Fig. 1: signal wires by layer
Drawn at 3 px/um. Only two layers are drawn.
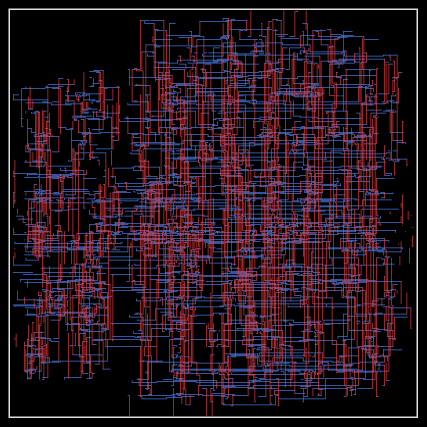
Fig. 2: metal 3
Drawn at 3 px/um.
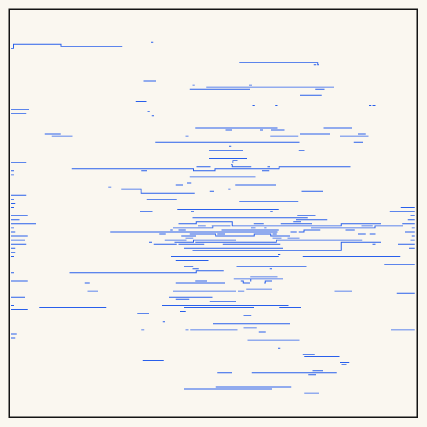
Fig. 3: placement view
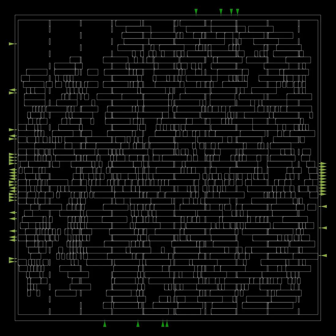
Fig. 4: cell classes on the final placement
Drawn at 2 px/um.
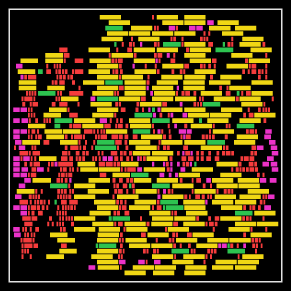
Fig. 5: sequential cells coloured by netlist name
Drawn at 4 px/um. Other sequential cells in the stronger grey, the rest of the logic in the fainter grey.
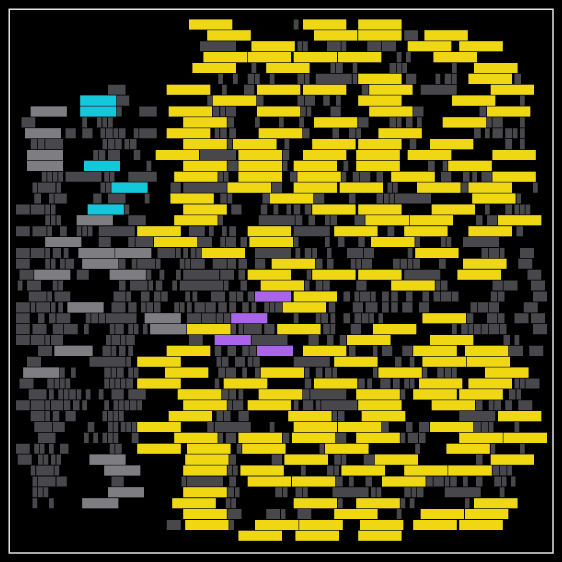
<file path="src/rtl/uart_pkg.sv">
// Shared UART definitions: interrupt ID codes, RX trigger-select encodings and
// the per-character receive error flags.
package uart_pkg;

    localparam logic [3:0] IID_NONE = 4'b0001;
    localparam logic [3:0] IID_RLS  = 4'b0110;
    localparam logic [3:0] IID_RDA  = 4'b0100;
    localparam logic [3:0] IID_TO   = 4'b1100;
    localparam logic [3:0] IID_THRE = 4'b0010;

    localparam logic [1:0] TRIG_ONE     = 2'b00;
    localparam logic [1:0] TRIG_QUARTER = 2'b01;
    localparam logic [1:0] TRIG_HALF    = 2'b10;
    localparam logic [1:0] TRIG_NEARFUL = 2'b11;

    // Upper bits of every buffered entry; data sits below these.
    typedef struct packed {
        logic brk;
        logic ferr;
        logic perr;
    } rx_err_t;

endpackage

</file>
<file path="src/rtl/uart_sync_fifo.sv">
// Show-ahead synchronous FIFO with flush; a write into a full FIFO is accepted
// only when a read pops the head in the same cycle.
module uart_sync_fifo #(
    parameter int unsigned WIDTH = 11,
    parameter int unsigned DEPTH = 16,
    localparam int unsigned AW    = $clog2(DEPTH),
    localparam int unsigned CNT_W = AW + 1
) (
    input  logic             clk,
    input  logic             rst_n,
    input  logic             clr,
    input  logic             wr_en,
    input  logic [WIDTH-1:0] wdata,
    input  logic             rd_en,
    output logic [WIDTH-1:0] rdata,
    output logic             push_c,
    output logic             pop_c,
    output logic [CNT_W-1:0] count,
    output logic             empty,
    output logic             full
);

    logic [WIDTH-1:0] mem_q [DEPTH];
    logic [AW-1:0]    wr_ptr_q, wr_ptr_d;
    logic [AW-1:0]    rd_ptr_q, rd_ptr_d;
    logic [CNT_W-1:0] count_q, count_d;
    logic             empty_q, full_q;

    // Accept/pop decisions and next pointers; pointers wrap naturally at DEPTH.
    always_comb begin
        pop_c    = rd_en && !empty_q && !clr;
        push_c   = wr_en && (!full_q || pop_c) && !clr;
        wr_ptr_d = wr_ptr_q;
        rd_ptr_d = rd_ptr_q;
        count_d  = count_q;
        if (clr) begin
            wr_ptr_d = '0;
            rd_ptr_d = '0;
            count_d  = '0;
        end else begin
            if (push_c) wr_ptr_d = wr_ptr_q + AW'(1);
            if (pop_c)  rd_ptr_d = rd_ptr_q + AW'(1);
            if (push_c && !pop_c)      count_d = count_q + CNT_W'(1);
            else if (pop_c && !push_c) count_d = count_q - CNT_W'(1);
        end
    end

    always_ff @(posedge clk or negedge rst_n) begin
        if (!rst_n) begin
            wr_ptr_q <= '0;
            rd_ptr_q <= '0;
            count_q  <= '0;
            empty_q  <= 1'b1;
            full_q   <= 1'b0;
        end else begin
            wr_ptr_q <= wr_ptr_d;
            rd_ptr_q <= rd_ptr_d;
            count_q  <= count_d;
            empty_q  <= (count_d == '0);
            full_q   <= (count_d == CNT_W'(DEPTH));
        end
    end

    always_ff @(posedge clk) begin
        if (push_c) mem_q[wr_ptr_q] <= wdata;
    end

    assign rdata = empty_q ? '0 : mem_q[rd_ptr_q];
    assign count = count_q;
    assign empty = empty_q;
    assign full  = full_q;

endmodule

</file>
<file path="src/rtl/uart_rx_buffer_irq.sv">
// UART receive buffer with error tracking, trigger/timeout/overrun detection
// and a 16550-style prioritised interrupt ID.
module uart_rx_buffer_irq
    import uart_pkg::*;
#(
    parameter int unsigned DATA_W        = 8,
    parameter int unsigned DEPTH         = 16,
    parameter int unsigned TIMEOUT_CHARS = 4,
    localparam int unsigned CNT_W        = $clog2(DEPTH) + 1
) (
    input  logic              clk,
    input  logic              rst_n,
    input  logic              rx_valid,
    input  logic [DATA_W-1:0] rx_data,
    input  logic              rx_perr,
    input  logic              rx_ferr,
    input  logic              rx_brk,
    input  logic              char_tick,
    input  logic              rd_en,
    input  logic              lsr_rd,
    input  logic              iir_rd,
    input  logic              fifo_clr,
    input  logic [1:0]        trig_sel,
    input  logic [2:0]        ier,
    input  logic              thr_empty,
    input  logic              thr_wr,
    output logic [DATA_W-1:0] rd_data,
    output logic              rd_perr,
    output logic              rd_ferr,
    output logic              rd_brk,
    output logic              data_ready,
    output logic              overrun,
    output logic              fifo_err,
    output logic [CNT_W-1:0]  count,
    output logic [3:0]        iid,
    output logic              irq
);

    localparam int unsigned TO_W = $clog2(TIMEOUT_CHARS + 1);

    typedef struct packed {
        rx_err_t           err;
        logic [DATA_W-1:0] data;
    } entry_t;

    entry_t           wr_entry, rd_entry;
    logic             push_c, pop_c, empty, full;
    logic [TO_W-1:0]  to_cnt_q, to_cnt_d;
    logic [CNT_W-1:0] err_cnt_q, err_cnt_d;
    logic             fifo_err_q, overrun_q, overrun_d;
    logic             rls_q, rls_d, thre_q, thre_d;
    logic             thr_empty_q, ier1_q;
    logic             err_inc, err_dec, ovr_set, thre_set, thre_clr;
    logic [CNT_W-1:0] trig_lvl;
    logic             rda_pend, to_pend;

    assign wr_entry = {rx_brk, rx_ferr, rx_perr, rx_data};

    uart_sync_fifo #(
        .WIDTH ($bits(entry_t)),
        .DEPTH (DEPTH)
    ) u_fifo (
        .clk    (clk),
        .rst_n  (rst_n),
        .clr    (fifo_clr),
        .wr_en  (rx_valid),
        .wdata  (wr_entry),
        .rd_en  (rd_en),
        .rdata  (rd_entry),
        .push_c (push_c),
        .pop_c  (pop_c),
        .count  (count),
        .empty  (empty),
        .full   (full)
    );

    // Next state for line-status, error-entry tracking and THR-empty flags.
    always_comb begin
        err_inc   = push_c && (|wr_entry.err);
        err_dec   = pop_c && (|rd_entry.err);
        ovr_set   = rx_valid && full && !rd_en && !fifo_clr;
        thre_set  = (thr_empty && !thr_empty_q) || (ier[1] && !ier1_q && thr_empty);
        thre_clr  = thr_wr || (iir_rd && (iid == IID_THRE));
        overrun_d = ovr_set || (overrun_q && !lsr_rd);
        err_cnt_d = err_cnt_q + CNT_W'(err_inc) - CNT_W'(err_dec);
        rls_d     = ovr_set || err_inc || (rls_q && !lsr_rd);
        thre_d    = thre_set || (thre_q && !thre_clr);
        if (fifo_clr) begin
            err_cnt_d = '0;
            rls_d     = 1'b0;
            thre_d    = 1'b0;
        end
    end

    // Character timeout: idle char times while data sits in the buffer.
    always_comb begin
        to_cnt_d = to_cnt_q;
        if (rx_valid || rd_en || fifo_clr || (count == '0)) begin
            to_cnt_d = '0;
        end else if (char_tick && (to_cnt_q != TO_W'(TIMEOUT_CHARS))) begin
            to_cnt_d = to_cnt_q + TO_W'(1);
        end
    end

    always_ff @(posedge clk or negedge rst_n) begin
        if (!rst_n) begin
            to_cnt_q    <= '0;
            err_cnt_q   <= '0;
            fifo_err_q  <= 1'b0;
            overrun_q   <= 1'b0;
            rls_q       <= 1'b0;
            thre_q      <= 1'b0;
            thr_empty_q <= 1'b0;
            ier1_q      <= 1'b0;
        end else begin
            to_cnt_q    <= to_cnt_d;
            err_cnt_q   <= err_cnt_d;
            fifo_err_q  <= (err_cnt_d != '0);
            overrun_q   <= overrun_d;
            rls_q       <= rls_d;
            thre_q      <= thre_d;
            thr_empty_q <= thr_empty;
            ier1_q      <= ier[1];
        end
    end

    always_comb begin
        trig_lvl = CNT_W'(DEPTH - 2);
        case (trig_sel)
            TRIG_ONE:     trig_lvl = CNT_W'(1);
            TRIG_QUARTER: trig_lvl = CNT_W'(DEPTH / 4);
            TRIG_HALF:    trig_lvl = CNT_W'(DEPTH / 2);
            TRIG_NEARFUL: trig_lvl = CNT_W'(DEPTH - 2);
        endcase
    end

    assign rda_pend = ier[0] && (count >= trig_lvl);
    assign to_pend  = ier[0] && (to_cnt_q == TO_W'(TIMEOUT_CHARS)) && (count != '0);

    // Interrupt priority: line status > data available > timeout > THR empty.
    always_comb begin
        iid = IID_NONE;
        if (rls_q && ier[2])       iid = IID_RLS;
        else if (rda_pend)         iid = IID_RDA;
        else if (to_pend)          iid = IID_TO;
        else if (thre_q && ier[1]) iid = IID_THRE;
    end

    assign irq        = ~iid[0];
    assign rd_data    = rd_entry.data;
    assign rd_perr    = rd_entry.err.perr;
    assign rd_ferr    = rd_entry.err.ferr;
    assign rd_brk     = rd_entry.err.brk;
    assign data_ready = ~empty;
    assign overrun    = overrun_q;
    assign fifo_err   = fifo_err_q;

endmodule

</file>
<file path="config.mk">
export PLATFORM = sky130hd
export DESIGN_NAME = uart_rx_buffer_irq
export DESIGN_NICKNAME = d
export VERILOG_FILES = /design/src/rtl/uart_pkg.sv /design/src/rtl/uart_sync_fifo.sv /design/src/rtl/uart_rx_buffer_irq.sv
export SDC_FILE = /design/constraint.sdc
export NUM_CORES = 1
export LEC_CHECK = 0
export ABC_AREA = 1
export CORE_UTILIZATION = 50
export CTS_BUF_LIST = sky130_fd_sc_hd__clkbuf_16
export DETAILED_ROUTE_END_ITERATION = 8
export GPL_ROUTABILITY_DRIVEN = 1
export GPL_TIMING_DRIVEN = 0
export PLACE_DENSITY = 0.66
export SLEW_MARGIN = 20
export SYNTH_ARGS = -nofsm -noshare
export SYNTH_HDL_FRONTEND = slang
export SYNTH_HIERARCHICAL = 1
export SYNTH_SLANG_ARGS = --single-unit
</file>
<file path="constraint.sdc">
create_clock -name clk -period 7.6 [get_ports clk]
set_input_delay 1.9 -clock clk [delete_from_list [all_inputs] [get_ports clk]]
set_output_delay 1.9 -clock clk [all_outputs]
set_load 0.02 [all_outputs]
</file>
==> qor.txt <==
max_cap viols: 0
worst slack at placement: 1.73 ns
status: finished, final reports clean
XOR Share, Synth: 0.00688
Chip Area, Yosys: 8920 um2
Synth Seq Share: 0.674
CLK BUF: 23
Syn Nets: 827
Max Fclk: 170 MHz
grt ovf: 0
Post-Synth AOI/OAI Area: 0.115
Sink Count: 205
Commonest Layout Cell: edfxtp_1
Simple-Gate Area Share: 0.131
Flops after synth: 205
fraction of registers with async set or reset after synthesis: 0.141
invs w/o clock: 58
CTS tree: done
Logic family by area: simple AND/OR/NAND/NOR gates
worst r2r path cells: 15
Setup Buffers After CTS: 0
standard-cell rows: 48
CP Launch Point: trig_sel[1]
NonClk Buf Share: 0.0693
R2R Setup Slk: 3.76 ns
vias after detailed routing: 6357
Power Density: 275 nW/um2
n_diodes: 0
CTS Buffer Depth: 3
drt via density: 5.76
WHS: 0.496 ns
Hold EP: overrun
Placed Cells: 1064
CP Max Fanout: 4
Comb. pwr: 573 uW
crit-path cells: clkdlybuf4s50_1 > inv_1 > ha_1 > nand2_1 > nor2_1 > nor2_1 > nand2_2 > nand2_4 > nand2_1 > nand2_1 > clkdlybuf4s50_1
Total Nets Final: 908
GP Congestion: 0.964
CP max stage delay: 0.62 ns
switching share of total power: 0.282
Final Setup Violations: 0
Final Skew: 0.0107 ns
Multi-In Gates: 482
port buffer count: 49
1st-iter DRT viols: 612
Adder Share, Synth: 0.0275
Crit path depth: 11
Crit path required time: 5.70 ns
syn avg cell area: 11.4 um2
Pwr Total: 2890 uW
FP Core Util: 0.514
CP top delay family: buffers and inverters
Antenna Nets Post-Route: 0
Critical R2R Launch: u_fifo/rd_ptr_q[1]
CP endpoint kind: output port
number of enable flip-flop cells: 176
max FFs per register: 176
most frequent cells in the layout: 176 x edfxtp_1, 167 x nor2_1, 99 x o21ai_0
cell type with the largest total area: edfxtp_1
final wirelength: 22.8 mm
Fin. Hold Viols: 0
GRT Max-Usage Layer: met2
global-route wire length before repair: 35.0 mm
Final Max Tran Viols: 0
maximum vdd drop: 0.180 mV
Synth top cells by count: 176 x edfxtp_1, 170 x nor2_1, 99 x o21ai_0
DR WL met2: 11.2 mm
RSZ-0062 raised after global routing: no
WP data arrival: 3.97 ns
I/O Pins: 50
met1 Use GR: 0.320
Num CTS Buffers: 22
yosys cell count: 782
Sequential Power Share: 0.445
pin count of the biggest net entering global routing: 30
tally of OpenROAD warnings: 31
Int Pwr: 2070 uW
drt drc: 0
combinational fraction of the cell area: 0.244
Least-Margin Pin Slew: 1.07 ns
Synth cell types: 36
Leakage: 0.00380 uW
wl on met1: 8.80 mm
CP dominant cell by count: nand2_1
final period utilization: 0.773
area delta synth->final: 17.7%
worst hold path startpoint: overrun
Final WS setup: 1.73 ns
Highest Signal Layer: met4
Clock Latency Late Sink: 0.50 ns
clock network area share: 0.0669
drt first pass iters: 5
clock share of power: 0.357
total die size: 18400 um2
NetSw: 814 uW
vias in the first global route: 6360
met3 Usage GRT: 0.0453
placed cell area: 9790 um2
met3 WL: 1.82 mm
Final TNS setup: 0 ns
Top class by area: registers
Gate Area: 2560 um2
initial antenna violation count: 0
CP Class: in -> out
Non-clock buffers: 94
number of synthesis warnings: 6
Final Cell Area: 10500 um2
Logic pwr share: 0.199
layout cells sized above 1: 0.108
total track usage: 0.259
top_reg_cell synth: edfxtp_1
Worst path slowest cell: clkdlybuf4s50_1
Worst Hold Class: reg -> reg
top cell type by instance count after synthesis: edfxtp_1
met2 usage in global routing: 0.440
CTS Root Cell: clkbuf_16
hold-fix buffers at CTS: 0
crit path to: iid[1]
r2r endpoint: fifo_err
Reg with most FFs: u_fifo/mem_q
Non-Filler Instances: 1103
die height: 136 um
top power consumer group: registers
Top-area cell share: 0.593
Core ar.: 17400 um2
worst hold stages: 2
Synth Instances: 782
Mux cell area share: 0
Final min period: 5.87 ns
wire per inst: 20.7 um
Post-DP HPWL: 15.6 mm
post-CTS sizing: 0
startpoint types: input pin
H-tree depth: 1
Back to the opening pictures, Fig. 1:
- red: metal 2 (wire length 11200 um)
- blue: metal 1 (wire length 8800 um)

Back to the opening pictures, Fig. 2:
- nets with wire on the layer: 131
- longest straight run: 55.4 um
- main direction: horizontal
- wire length on this layer: 1820 um
- share of all routed wire: 8.0%

Back to the opening pictures, Fig. 3:
tap cells: 225
filler cell count: 1381
fin util: 0.605
Flops: 205

Back to the opening pictures, Fig. 4:
- magenta: other buffers and delay cells (cells 94; share of their area 7.1%)
- yellow: flops (cells 205; share of their area 59%)
- green: clock drivers and dummy loads (cells 39; share of their area 6.9%)
- red: combinational and other logic (cells 540; share of their area 27%)

Back to the opening pictures, Fig. 5:
- yellow: u_fifo/mem_q (placed flops 176)
- purple: u_fifo/rd_ptr_q (placed flops 4; where centre)
- cyan: err_cnt_q (placed flops 5)
- not coloured: 20
fraction of area in registers: 0.573
Power Sequential: 1280 uW
Reg area: 6010 um2

No activity file was given, so power comes from the tool's default toggle rates.
